Figure 1. Cell classes on the final placement (run 1).
Fill, decap, tap and diode cells in grey.
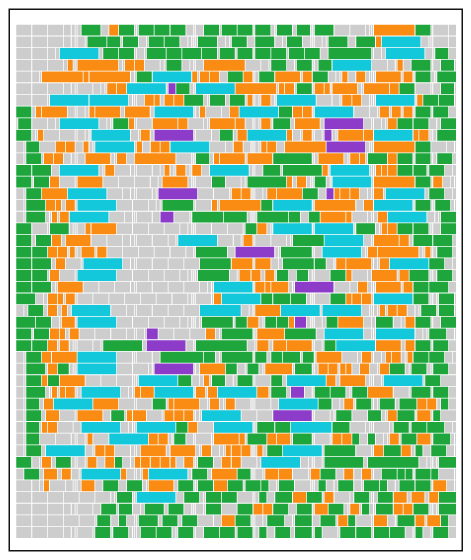
Figure 2. Wiring by layer (run 1).
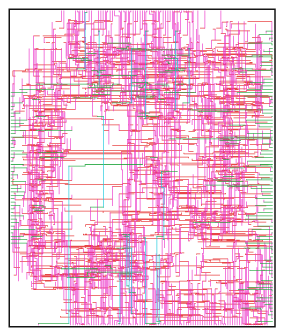
Figure 3. I/O pins on the die edge (run 1).
Pins as bars across the die edge, other pins in grey.
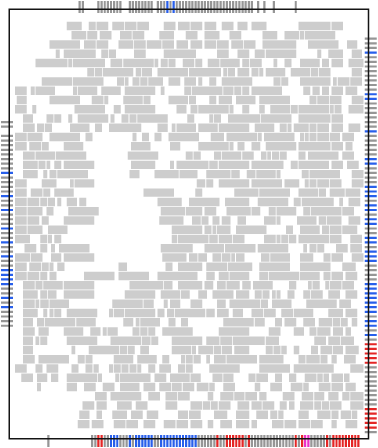
File: config.mk
export PLATFORM = sky130hd
export DESIGN_NAME = grid_port_arbiter_flat
export DESIGN_NICKNAME = d
export VERILOG_FILES = /design/src/rtl/grid_port_arbiter_if.sv /design/src/rtl/grid_port_arbiter.sv /design/src/flat_wrapper.sv
export SDC_FILE = /design/constraint.sdc
export NUM_CORES = 1
export LEC_CHECK = 0
export CAP_MARGIN = 20
export CORE_ASPECT_RATIO = 1.2
export CORE_UTILIZATION = 34
export DETAILED_ROUTE_END_ITERATION = 10
export PLACE_DENSITY_LB_ADDON = 0.2
export SYNTH_ARGS = -nofsm -noshare
export SYNTH_HDL_FRONTEND = slang
export SYNTH_SLANG_ARGS = --single-unit
export TNS_END_PERCENT = 30
File: constraint.sdc
create_clock -name clk -period 1.5 [get_ports clk]
set_clock_uncertainty 0.1 [all_clocks]
set_input_delay 0.15 -clock clk [delete_from_list [all_inputs] [get_ports clk]]
set_output_delay 0.15 -clock clk [all_outputs]
set_load 0.01 [all_outputs]
File: src/rtl/grid_port_arbiter_if.sv
// Requester-side bus of the placement RAM arbiter: packed per-requester commands plus grant/return.
interface grid_port_arbiter_if #(
   parameter int unsigned NREQ = 2,
   parameter int unsigned AW   = 32,
   parameter int unsigned DW   = 32
);
   logic [NREQ-1:0]    req;
   logic [NREQ-1:0]    we;
   logic [NREQ-1:0]    lock;
   logic [NREQ*AW-1:0] addr;
   logic [NREQ*DW-1:0] wdata;
   logic [NREQ-1:0]    gnt;
   logic [NREQ-1:0]    rvalid;
   logic [DW-1:0]      rdata;

   modport master (output req, we, lock, addr, wdata, input gnt, rvalid, rdata);
   modport slave  (input req, we, lock, addr, wdata, output gnt, rvalid, rdata);
endinterface

File: src/rtl/grid_port_arbiter.sv
// Round-robin arbiter sharing one single-port placement RAM between NREQ engines,
// with a lock for atomic read-check-write and tagged read-data return.
module grid_port_arbiter #(
   parameter int unsigned NREQ   = 2,
   parameter int unsigned AW     = 32,
   parameter int unsigned DW     = 32,
   parameter int unsigned RD_LAT = 1
) (
   input  logic                 clk,
   input  logic                 reset,
   grid_port_arbiter_if.slave   rq,
   output logic                 mem_read,
   output logic                 mem_write,
   output logic [AW-1:0]        mem_addr,
   output logic [DW-1:0]        mem_din,
   input  logic [DW-1:0]        mem_dout
);
   localparam int unsigned IW = (NREQ > 1) ? $clog2(NREQ) : 1;

   typedef enum logic {ST_IDLE, ST_LOCKED} state_e;

   state_e          state_q;
   logic [IW-1:0]   ptr_q;
   logic [IW-1:0]   owner_q;
   logic            mem_read_q;
   logic            mem_write_q;
   logic [AW-1:0]   mem_addr_q;
   logic [DW-1:0]   mem_din_q;
   logic [RD_LAT:0] tag_vld_q;
   logic [IW-1:0]   tag_id_q [RD_LAT+1];

   logic [NREQ-1:0] gnt_c;
   logic [IW-1:0]   acc_idx_c;
   logic            accept_c;
   logic            acc_we_c;
   logic            acc_lock_c;
   logic [AW-1:0]   acc_addr_c;
   logic [DW-1:0]   acc_wdata_c;

   // Grant: owner only while locked, otherwise first request after the RR pointer.
   always_comb begin : grant_sel
      int unsigned cand;
      gnt_c     = '0;
      acc_idx_c = '0;
      cand      = 0;
      if (reset) begin
         if (state_q == ST_LOCKED) begin
            if (rq.req[owner_q]) begin
               gnt_c[owner_q] = 1'b1;
               acc_idx_c      = owner_q;
            end
         end else begin
            for (int unsigned i = 1; i <= NREQ; i++) begin
               cand = (32'(ptr_q) + i) % NREQ;
               if ((gnt_c == '0) && rq.req[IW'(cand)]) begin
                  gnt_c[IW'(cand)] = 1'b1;
                  acc_idx_c        = IW'(cand);
               end
            end
         end
      end
   end

   assign accept_c    = |gnt_c;
   assign acc_we_c    = rq.we[acc_idx_c];
   assign acc_lock_c  = rq.lock[acc_idx_c];
   assign acc_addr_c  = rq.addr[32'(acc_idx_c)*AW +: AW];
   assign acc_wdata_c = rq.wdata[32'(acc_idx_c)*DW +: DW];

   // Command register, read-tag pipeline and lock FSM.
   always_ff @(posedge clk or negedge reset) begin
      if (!reset) begin
         state_q     <= ST_IDLE;
         ptr_q       <= IW'(NREQ - 1);
         owner_q     <= '0;
         mem_read_q  <= 1'b0;
         mem_write_q <= 1'b0;
         mem_addr_q  <= '0;
         mem_din_q   <= '0;
         tag_vld_q   <= '0;
         for (int i = 0; i <= int'(RD_LAT); i++) tag_id_q[i] <= '0;
      end else begin
         mem_read_q  <= accept_c & ~acc_we_c;
         mem_write_q <= accept_c & acc_we_c;
         if (accept_c) begin
            mem_addr_q <= acc_addr_c;
            mem_din_q  <= acc_wdata_c;
            ptr_q      <= acc_idx_c;
         end
         tag_vld_q   <= {tag_vld_q[RD_LAT-1:0], accept_c & ~acc_we_c};
         tag_id_q[0] <= acc_idx_c;
         for (int i = 1; i <= int'(RD_LAT); i++) tag_id_q[i] <= tag_id_q[i-1];
         case (state_q)
            ST_IDLE: begin
               if (accept_c && acc_lock_c) begin
                  state_q <= ST_LOCKED;
                  owner_q <= acc_idx_c;
               end
            end
            ST_LOCKED: begin
               // Lock is held only while the owner keeps it asserted, with or without a request.
               if (!rq.lock[owner_q]) state_q <= ST_IDLE;
            end
            default: state_q <= ST_IDLE;
         endcase
      end
   end

   assign rq.gnt    = gnt_c;
   assign rq.rvalid = tag_vld_q[RD_LAT] ? ({{(NREQ-1){1'b0}}, 1'b1} << tag_id_q[RD_LAT]) : '0;
   assign rq.rdata  = tag_vld_q[RD_LAT] ? mem_dout : '0;
   assign mem_read  = mem_read_q;
   assign mem_write = mem_write_q;
   assign mem_addr  = mem_addr_q;
   assign mem_din   = mem_din_q;
endmodule

File: src/flat_wrapper.sv
// flat-port wrapper written by rule: the top's interface ports become plain ports
module grid_port_arbiter_flat 
#(
   parameter int unsigned NREQ   = 2,
   parameter int unsigned AW     = 32,
   parameter int unsigned DW     = 32,
   parameter int unsigned RD_LAT = 1
)
  (clk, reset, mem_read, mem_write, mem_addr, mem_din, mem_dout, rq_req, rq_we, rq_lock, rq_addr, rq_wdata, rq_gnt, rq_rvalid, rq_rdata);
  grid_port_arbiter_if #(.NREQ(NREQ), .AW(AW), .DW(DW)) rq_i ();
  input  logic clk;
  input  logic reset;
  output logic mem_read;
  output logic mem_write;
  output logic [AW-1:0] mem_addr;
  output logic [DW-1:0] mem_din;
  input  logic [DW-1:0] mem_dout;
  input wire logic [$bits(rq_i.req)-1:0] rq_req;
  input wire logic [$bits(rq_i.we)-1:0] rq_we;
  input wire logic [$bits(rq_i.lock)-1:0] rq_lock;
  input wire logic [$bits(rq_i.addr)-1:0] rq_addr;
  input wire logic [$bits(rq_i.wdata)-1:0] rq_wdata;
  output wire logic [$bits(rq_i.gnt)-1:0] rq_gnt;
  output wire logic [$bits(rq_i.rvalid)-1:0] rq_rvalid;
  output wire logic [$bits(rq_i.rdata)-1:0] rq_rdata;
  assign rq_i.req = rq_req;
  assign rq_i.we = rq_we;
  assign rq_i.lock = rq_lock;
  assign rq_i.addr = rq_addr;
  assign rq_i.wdata = rq_wdata;
  assign rq_gnt = rq_i.gnt;
  assign rq_rvalid = rq_i.rvalid;
  assign rq_rdata = rq_i.rdata;
  grid_port_arbiter #(.NREQ(NREQ), .AW(AW), .DW(DW), .RD_LAT(RD_LAT)) u_core (.clk(clk), .reset(reset), .rq(rq_i), .mem_read(mem_read), .mem_write(mem_write), .mem_addr(mem_addr), .mem_din(mem_din), .mem_dout(mem_dout));
endmodule
==> GITHUB_STEP_SUMMARY, run 1 <==
### Flow metrics

| Metric | Value |
|---|---|
| CP peak stage delay | 430 ps |
| Status | finished, violations left |
| Cell area after synthesis | 0.00434 mm^2 |
| CP Launch Type | register |
| # nets final | 889 |
| Setup TNS | -8810 ps |
| Sequential share of the synthesized area | 41.6% |
| Reg clk slew, reported paths | 60 ps |
| Tool warning count | 30 |
| I/O pin cnt | 270 |
| Failing checks | setup timing |
| Insertion Delay late pin | 330 ps |
| Final period util | 110% |
| Crit path max-delay family | simple AND/OR/NAND/NOR gates |
| Worst Tran Pin Value | 670 ps |
| Final Critical Period | 1650 ps |
| Final setup viols | roughly 94 |
| WP data arrival | 1400 ps |
| Power Density | 1450 mW/mm^2 |
| Ys flops | 72 |
| Layout area overhead | 92.6% |
| Grt ovf | 0 |
| CTS sink cnt | 72 |
| Final Worst Setup Slack | -147 ps |
| Synth Area in Adders | 0% |
| Setup crit end | rq_gnt[0] |
| HP Class | reg2reg |
| Number of max-cap violations | 0 |
Notes on Figure 1 above:
legend:
  green:
    class: other buffers and delay cells
    cells: 326
    share_of_their_area: 43%
  purple:
    class: clock drivers and dummy loads
    cells: 16
    share_of_their_area: 3.3%
  cyan:
    class: flops
    cells: 72
    share_of_their_area: 22%
  orange:
    class: combinational and other logic
    cells: 312
    share_of_their_area: 32%
core area: 0.0123 mm^2
Seq area share: 21.6%
final core occ: 68.1%
row count: 44

Notes on Figure 2 above:
legend:
  green:
    layer: metal 3
    wire_length: 1290 um
  magenta:
    layer: metal 2
    wire_length: 9640 um
  red:
    layer: metal 1
    wire_length: 7550 um
  cyan:
    layer: metal 4
    wire_length: 473 um
total wire length: 19000 um
WL per Instance: 21.4 um
via count: 5136
Total GRT Usage: 26.5%

Notes on Figure 3 above:
legend:
  red:
    port: rq_rdata
    pins: 32
    direction: output
    edge: 22 south, 10 east
  blue:
    port: rq_addr
    pins: 64
    direction: input
    edge: 28 east, 22 south, 12 west, 2 north
  magenta:
    port: rq_rvalid
    pins: 2
    direction: output
    edge: south
all pins by edge: 87 south, 86 east, 53 north, 44 west
die outline width: 105 um
Port Buffers: 269

run 1: state kept, by name, summed over array words and instances (netlist names):
register and cells:
u_core.mem_addr 32, u_core.ptr_q 1, u_core.owner_q 1, u_core.tag_id_q 2, u_core.mem_write 1, u_core.state_q 1, u_core.tag_vld_q 2, u_core.mem_din 32
run 1: cells by family after synthesis:
group / after synthesis
flip-flops: 72
buffers and inverters: 129
AND-OR/OR-AND: 70
AND/OR/NAND/NOR: 173
multiplexers: 1
run 1: through the flow:
stage	hold slack, ps	setup WS [ps]	utilization [%]	cells	power (mW)
after floorplan	-246	-57.9	-	445	6.10
after global placement	69.7	-392	60.0	849	9.19
after detailed placement	87.4	-488	60.0	849	9.32
after CTS	-89.2	-163	63.2	873	11.5
after global routing	271	-196	68.1	887	12.7
final	260	-147	68.1	887	12.2
run 1: where the power goes:
part	switching, mW	internal (mW)	total [mW]
clock network	0.879	1.12	2.00
logic	3.22	3.58	6.80
registers	0.548	2.81	3.36
run 1: worst min-delay path by stage:
stage                                             from                              to  cells past startpoint
after CTS                                        reset  u_core.mem_din[22]$_DFFE_PN0P_                      2
after global placement                           reset    u_core.tag_id_q[1]$_DFF_PN0_                      2
after floorplan                                  reset  u_core.mem_addr[0]$_DFFE_PN0P_                      0
after detailed placement                         reset    u_core.tag_id_q[0]$_DFF_PN0_                      2
final                     u_core.tag_id_q[1]$_DFF_PN0_    u_core.tag_id_q[0]$_DFF_PN0_                      0
after global routing      u_core.tag_id_q[1]$_DFF_PN0_    u_core.tag_id_q[0]$_DFF_PN0_                      0
run 1: cells in the mapped netlist, types with 2 or more instances:
| cell type | n | area (um^2) |
|---|---|---|
| o311ai_1 | 20 | 175 |
| buf_2 | 14 | 70.1 |
| nand4_1 | 130 | 813 |
| dfrtp_1 | 71 | 1780 |
| inv_2 | 2 | 7.51 |
| o311ai_0 | 6 | 52.6 |
| nand3_2 | 2 | 20.0 |
| and2_1 | 35 | 219 |
| buf_1 | 5 | 18.8 |
| clkbuf_1 | 36 | 135 |
| buf_6 | 5 | 56.3 |
| nor2b_1 | 2 | 12.5 |
| inv_1 | 66 | 248 |
| o311ai_2 | 38 | 618 |
run 1: final cells by class:
cell class                      count  area share, %
Sequential cell                    72           21.6
Multi-Input combinational cell    244           27.9
Tap cell                          161           2.41
Clock inverter                      7          0.569
Timing Repair Buffer              326           41.7
Clock buffer                        9           2.70
Inverter                           68           3.14
run 1: per-layer routing:
metal | track usage, % | up-vias | part of all wire (%)
met4 | 10.1 | 0 | 2.5
met1 | 33.3 | 2551 | 40
met3 | 4.61 | 36 | 6.8
met2 | 45.4 | 304 | 51
li1 | - | 2245 | -
met5 | 0 | - | 0
run 1: worst register-to-register path, stage by stage, from the launching register on:
cell      delay, ps
dfstp_2         380
or3b_4          430
nand3_4         100
inv_6            50
buf_12          210
o311ai_2        280
run 1: repair_timing:
action | CTS | global route
setup endpoints to repair | 129 | 151
pin swaps | 15 | 23
setup buffers | 3 | 6
gates resized | 209 | 89
hold buffers | 1 | 2
cloned | 4 | 6
hold endpoints to repair | 71 | 71
## Run 2: what changed since run 1
Settings changed: CORE_ASPECT_RATIO 1.2 to not set, CTS_CLUSTER_SIZE set to 30.
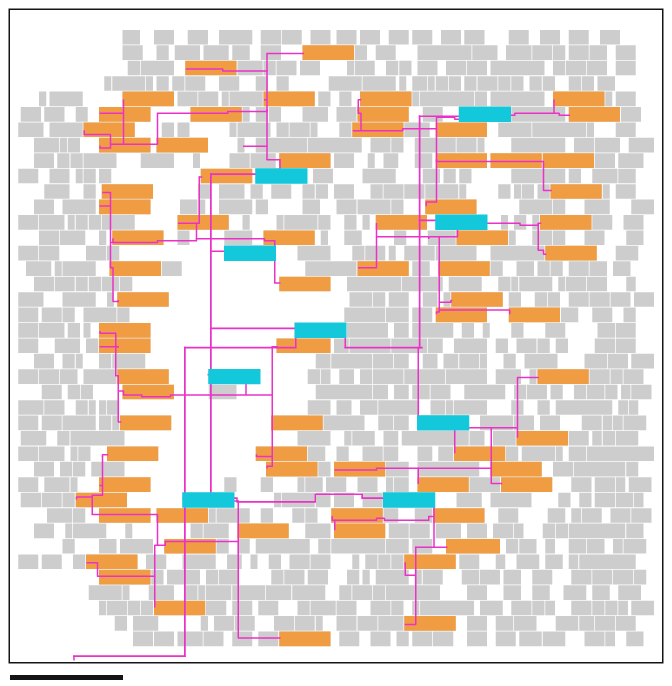
Figure 4: run 2, routed clock nets over the placement.
The bar under the picture is 20 um long.
legend:
  cyan:
    item: clock drivers
    count: 9
  orange:
    item: flip-flops
    count: 72
  magenta:
    item: clock wires
    length: 973 um
routed clock nets: 10
flops lie: spread over the die

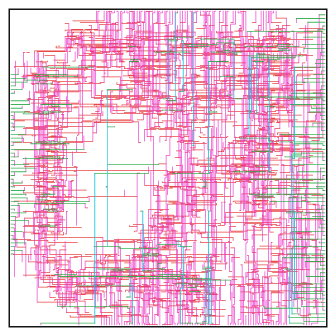
Figure 5: run 2, wiring by layer.
legend:
  red:
    layer: metal 1
    wire_length: 7000 um
  green:
    layer: metal 3
    wire_length: 1670 um
  magenta:
    layer: metal 2
    wire_length: 9800 um
  cyan:
    layer: metal 4
    wire_length: 703 um

==> GITHUB_STEP_SUMMARY, run 2 <==
### Flow metrics

| Metric | Value |
|---|---|
| Main area contributors | dfrtp_1 41%, nand4_1 19%, o311ai_2 14%, inv_1 5.7%, and2_1 5.0% |
| Post-synth top cells | 130 x nand4_1, 71 x dfrtp_1, 66 x inv_1, 38 x o311ai_2, 36 x clkbuf_1 |
| Layout area overhead | 95.8% |
| Total GRT Usage | 27.2% |
| Total wire length | 19200 um |
| Total CTS buffers | 9 |
| CP Launch Type | register |
| Final setup viols | 96 |
| Final period util | 113% |
| WHS | 255 ps |
| Grt ovf | 0 |
| Insertion Delay late pin | 330 ps |
| Failing checks | setup timing |
| Final Critical Period | ~1700 ps |
| Power Density | 1480 mW/mm^2 |
| Post-DP HPWL | 12100 um |
| Setup TNS | -10390 ps |
| WL per Instance | roughly 22 um |
| Tool warning count | 30 |
| Filler cells | just over 900 |
| CP peak stage delay | between 300 and 400 ps |
| Status | finished, violations left |
| Worst Tran Pin Value | 904 ps |
| Area share, top type | 41.0% |
| Most frequent cell after synthesis | nand4_1 |
| Reg clk slew, reported paths | 50 ps |
| Cell area after synthesis | 0.00434 mm^2 |
| YS warnings | 0 |
| Crit path max-delay family | buffers and inverters |
| Ys flops | 72 |
| Number of max-cap violations | 0 |
| Die outline width | between 100 and 150 um |
| Row count | 40 |
| # nets final | around 890 |
| CTS sink cnt | just over 70 |
| Max rail drop VDD | between 0.0007 and 0.0008 V |
| Final Worst Setup Slack | -195 ps |
| HP Class | reg2reg |
| Port Buffers | 269 |
| Via count | 5119 |
| I/O pin cnt | between 200 and 300 |
| WP data arrival | between 1500 and 2000 ps |
| Buf/Inv on CP | 4 |
| Cell taking the most area after synthesis | dfrtp_1 |
| First-pass DRT Iterations | 5 |
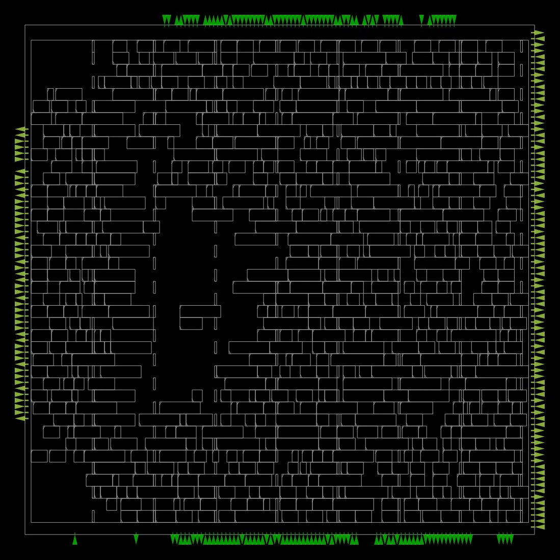
Figure 6: run 2, placed standard cells.
core area: 0.0122 mm^2
fin cells: 891
Tapcells: 168
FFs & Latches: 72

## run 2: per-layer routing
metal / part of all wire (%) / vias to the layer above / GRT usage (%)
li1: - / 2252 / -
met5: 0 / - / 0
met4: 3.7 / 0 / 14.7
met2: 51 / 318 / 47.2
met1: 36 / 2495 / 30.3
met3: 8.7 / 54 / 7.33
## run 2: area by class of cell
type	instances	area, um^2	area share (%)
tap	168	210	2.48
clock buffer	13	270	3.18
inverter	68	263	3.09
timing repair buffer	323	3500	41.2
antenna	1	2.50	0.0295
clock inverter	2	37.5	0.442
sequential	72	1800	21.2
multi-input combinational	244	2410	28.3
## run 2: path summary, 6_finish.rpt
check,startpoint,to,slack (ps),depth (start not counted)
hold reg to reg,u_core.tag_id_q[1]$_DFF_PN0_,u_core.tag_id_q[0]$_DFF_PN0_,260,0
hold / removal,u_core.tag_id_q[1]$_DFF_PN0_,u_core.tag_id_q[0]$_DFF_PN0_,260,0
min in group asynchronous,reset,u_core.mem_addr[7]$_DFFE_PN0P_,440,3
setup / recovery,u_core.state_q$_DFF_PN0_,u_core.mem_addr[11]$_DFFE_PN0P_,-190,7
max in group asynchronous,reset,u_core.mem_addr[24]$_DFFE_PN0P_,230,3
setup reg to reg,u_core.state_q$_DFF_PN0_,u_core.mem_addr[11]$_DFFE_PN0P_,-190,7
## run 2: through the flow
step / power (mW) / setup slack [ps] / std cells / util [%]
2_1_floorplan: 6.10 / -57.9 / 445 / -
3_3_place_gp: 9.20 / -399 / 855 / 60.2
3_5_place_dp: 9.31 / -440 / 855 / 60.2
4_1_cts: 11.9 / -149 / 881 / 65.1
5_1_grt: 13.1 / -258 / 891 / 69.5
6_report: 12.5 / -195 / 891 / 69.5
## run 2: cells by family (layout without fill, tap and decap cells)
group,after synthesis,count (layout),synth area share (%)
buffers and inverters,129,406,12.5
DFF,72,72,41.6
AOI/OAI and AO/OA,70,70,20.5
and+or+nand+nor,173,173,25.2
muxes,1,1,0.231
other,0,1,0
## run 2: timing repair
item | in CTS | in global routing
hold endpoints to repair | 72 | 53
pin swaps | 6 | 11
setup buffers | 4 | 6
gates resized | 223 | 92
hold buffers | 1 | 1
endpoints found under the setup margin | 117 | 138
cloned | 6 | 2
## run 2: power breakdown
part	switching, mW	internal [mW]
Combinational	3.29	3.71
Clock	0.776	1.41
Sequential	0.523	2.81
## Run 3: what changed since run 2
Settings changed: GPL_ROUTABILITY_DRIVEN set to 0.
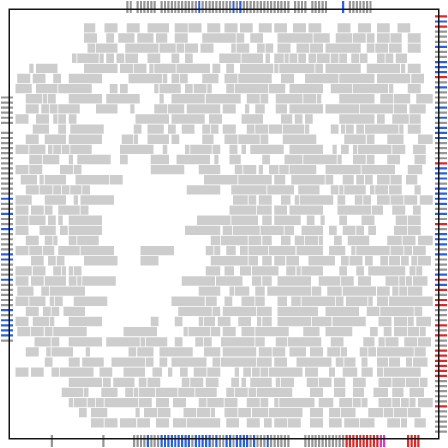
Figure 7: run 3, I/O pins on the die edge.
Pins as bars across the die edge, other pins in grey.
legend:
  red:
    port: rq_rdata
    pins: 32
    direction: output
    edge: 18 east, 14 south
  magenta:
    port: rq_rvalid
    pins: 2
    direction: output
    edge: south
  blue:
    port: rq_addr
    pins: 64
    direction: input
    edge: 25 east, 24 south, 11 west, 4 north
all pins by edge: 83 east, 76 south, 63 north, 48 west
die outline width: 115 um
Die Span Y: 115 um

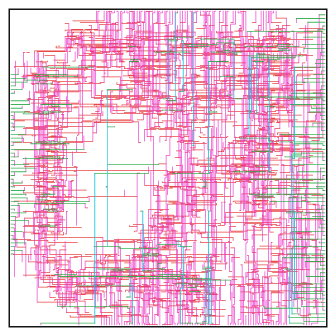
Figure 8: run 3, wiring by layer.
legend:
  green:
    layer: metal 3
    wire_length: 1670 um
  magenta:
    layer: metal 2
    wire_length: 9800 um
  cyan:
    layer: metal 4
    wire_length: 703 um
  red:
    layer: metal 1
    wire_length: 7000 um
via count: 5119
WL per Instance: 21.5 um

==> GITHUB_STEP_SUMMARY, run 3 <==
### Flow metrics

| Metric | Value |
|---|---|
| Sequential share of the synthesized area | 41.6% |
| Worst Tran Pin Value | between 900 and 1000 ps |
| Final setup viols | around 96 |
| Tool warning count | 30 |
| Total wire length | 19200 um |
| Setup TNS | -10390 ps |
| Filler cells | approximately 900 |
| Crit path max-delay family | buffers and inverters |
| Comb pwr share | a little under three fifths |
| Layout area overhead | 95.8% |
| Switching power | 4.59 mW |
| Post-DP HPWL | around 12000 um |
| Insertion Delay late pin | 330 ps |
| Failing checks | setup timing |
| Status | finished, violations left |
| # nets final | 886 |
| CP Launch Type | register |
| Final Worst Setup Slack | -195 ps |
| CTS sink cnt | 72 |
| Total GRT Usage | 27.2% |
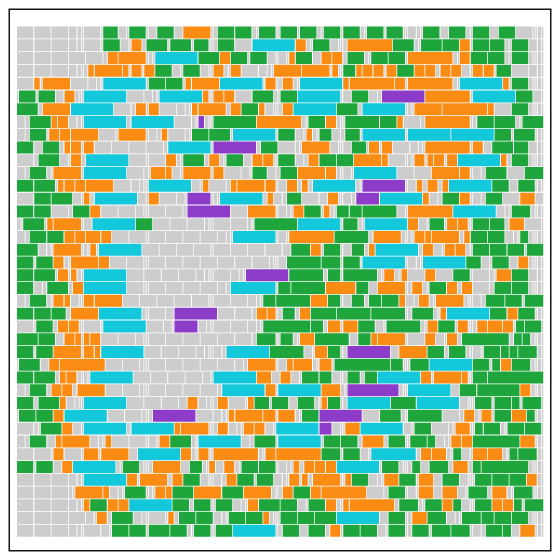
Figure 9: run 3, cell classes on the final placement.
Fill, decap, tap and diode cells in grey.
legend:
  cyan:
    class: flops
    cells: 72
    share_of_their_area: 22%
  purple:
    class: clock drivers and dummy loads
    cells: 15
    share_of_their_area: 3.7%
  green:
    class: other buffers and delay cells
    cells: 323
    share_of_their_area: 42%
  orange:
    class: combinational and other logic
    cells: 312
    share_of_their_area: 32%

## run 3: cell counts after synthesis
No cell type changed its count.
## run 3: cells by family after synthesis
logic type	synth area share, %
simple gates	25.2
compound gates	20.5
flops	41.6
buf+inv	12.5
mux	0.231
## run 3: timing repair
action	4_1_cts	5_1_grt
endpoints found under the hold margin	72	53
resized	223	92
pin swaps	6	11
gates cloned	6	2
endpoints found under the setup margin	117	138
hold buffers	1	1
buffers inserted	4	6
## run 3: cell type report
| type | count | area, um^2 | area share [%] |
|---|---|---|---|
| Timing Repair Buffer | 323 | 3500 | 41.2 |
| Multi-Input combinational cell | 244 | 2410 | 28.3 |
| Sequential cell | 72 | 1800 | 21.2 |
| Clock buffer | 13 | 270 | 3.18 |
| Inverter | 68 | 263 | 3.09 |
| Tap cell | 168 | 210 | 2.48 |
| Clock inverter | 2 | 37.5 | 0.442 |
| Antenna cell | 1 | 2.50 | 0.0295 |
## run 3: final timing paths
check / from / end / slack, ps / cells past startpoint
max: u_core.state_q$_DFF_PN0_ / u_core.mem_addr[11]$_DFFE_PN0P_ / -190 / 7
min: u_core.tag_id_q[1]$_DFF_PN0_ / u_core.tag_id_q[0]$_DFF_PN0_ / 260 / 0
max reg2reg: u_core.state_q$_DFF_PN0_ / u_core.mem_addr[11]$_DFFE_PN0P_ / -190 / 7
min in group asynchronous: reset / u_core.mem_addr[7]$_DFFE_PN0P_ / 440 / 3
max in group asynchronous: reset / u_core.mem_addr[24]$_DFFE_PN0P_ / 230 / 3
min reg2reg: u_core.tag_id_q[1]$_DFF_PN0_ / u_core.tag_id_q[0]$_DFF_PN0_ / 260 / 0
## run 3: per-layer routing
layer	GRT usage, %	vias to the layer above	wire length, um
li1	-	2252	-
met1	30.3	2495	7000
met2	47.2	318	9800
met3	7.33	54	1670
met4	14.7	0	702
met5	0	-	0
## run 3: power groups by stage
stage,registers (mW),logic [mW],clock network [mW]
after CTS,3.33,6.31,2.23
after global routing,3.43,7.37,2.31
after global placement,3.33,5.87,0
after floorplan,3.66,2.44,0
after detailed placement,3.34,5.97,0
final,3.33,7.00,2.19
## run 3: per-stage QoR
step                instances  hold WS [ps]  worst slack (ps)  area [um^2]
CTS                       881         -98.1              -149         7950
global placement          855          56.1              -399         7350
finish                    891           255              -195         8490
global route              891           263              -258         8490
floorplan                 445          -246             -57.9         4370
detailed placement        855          64.6              -440         7350
Power and IR drop assume default switching activity.
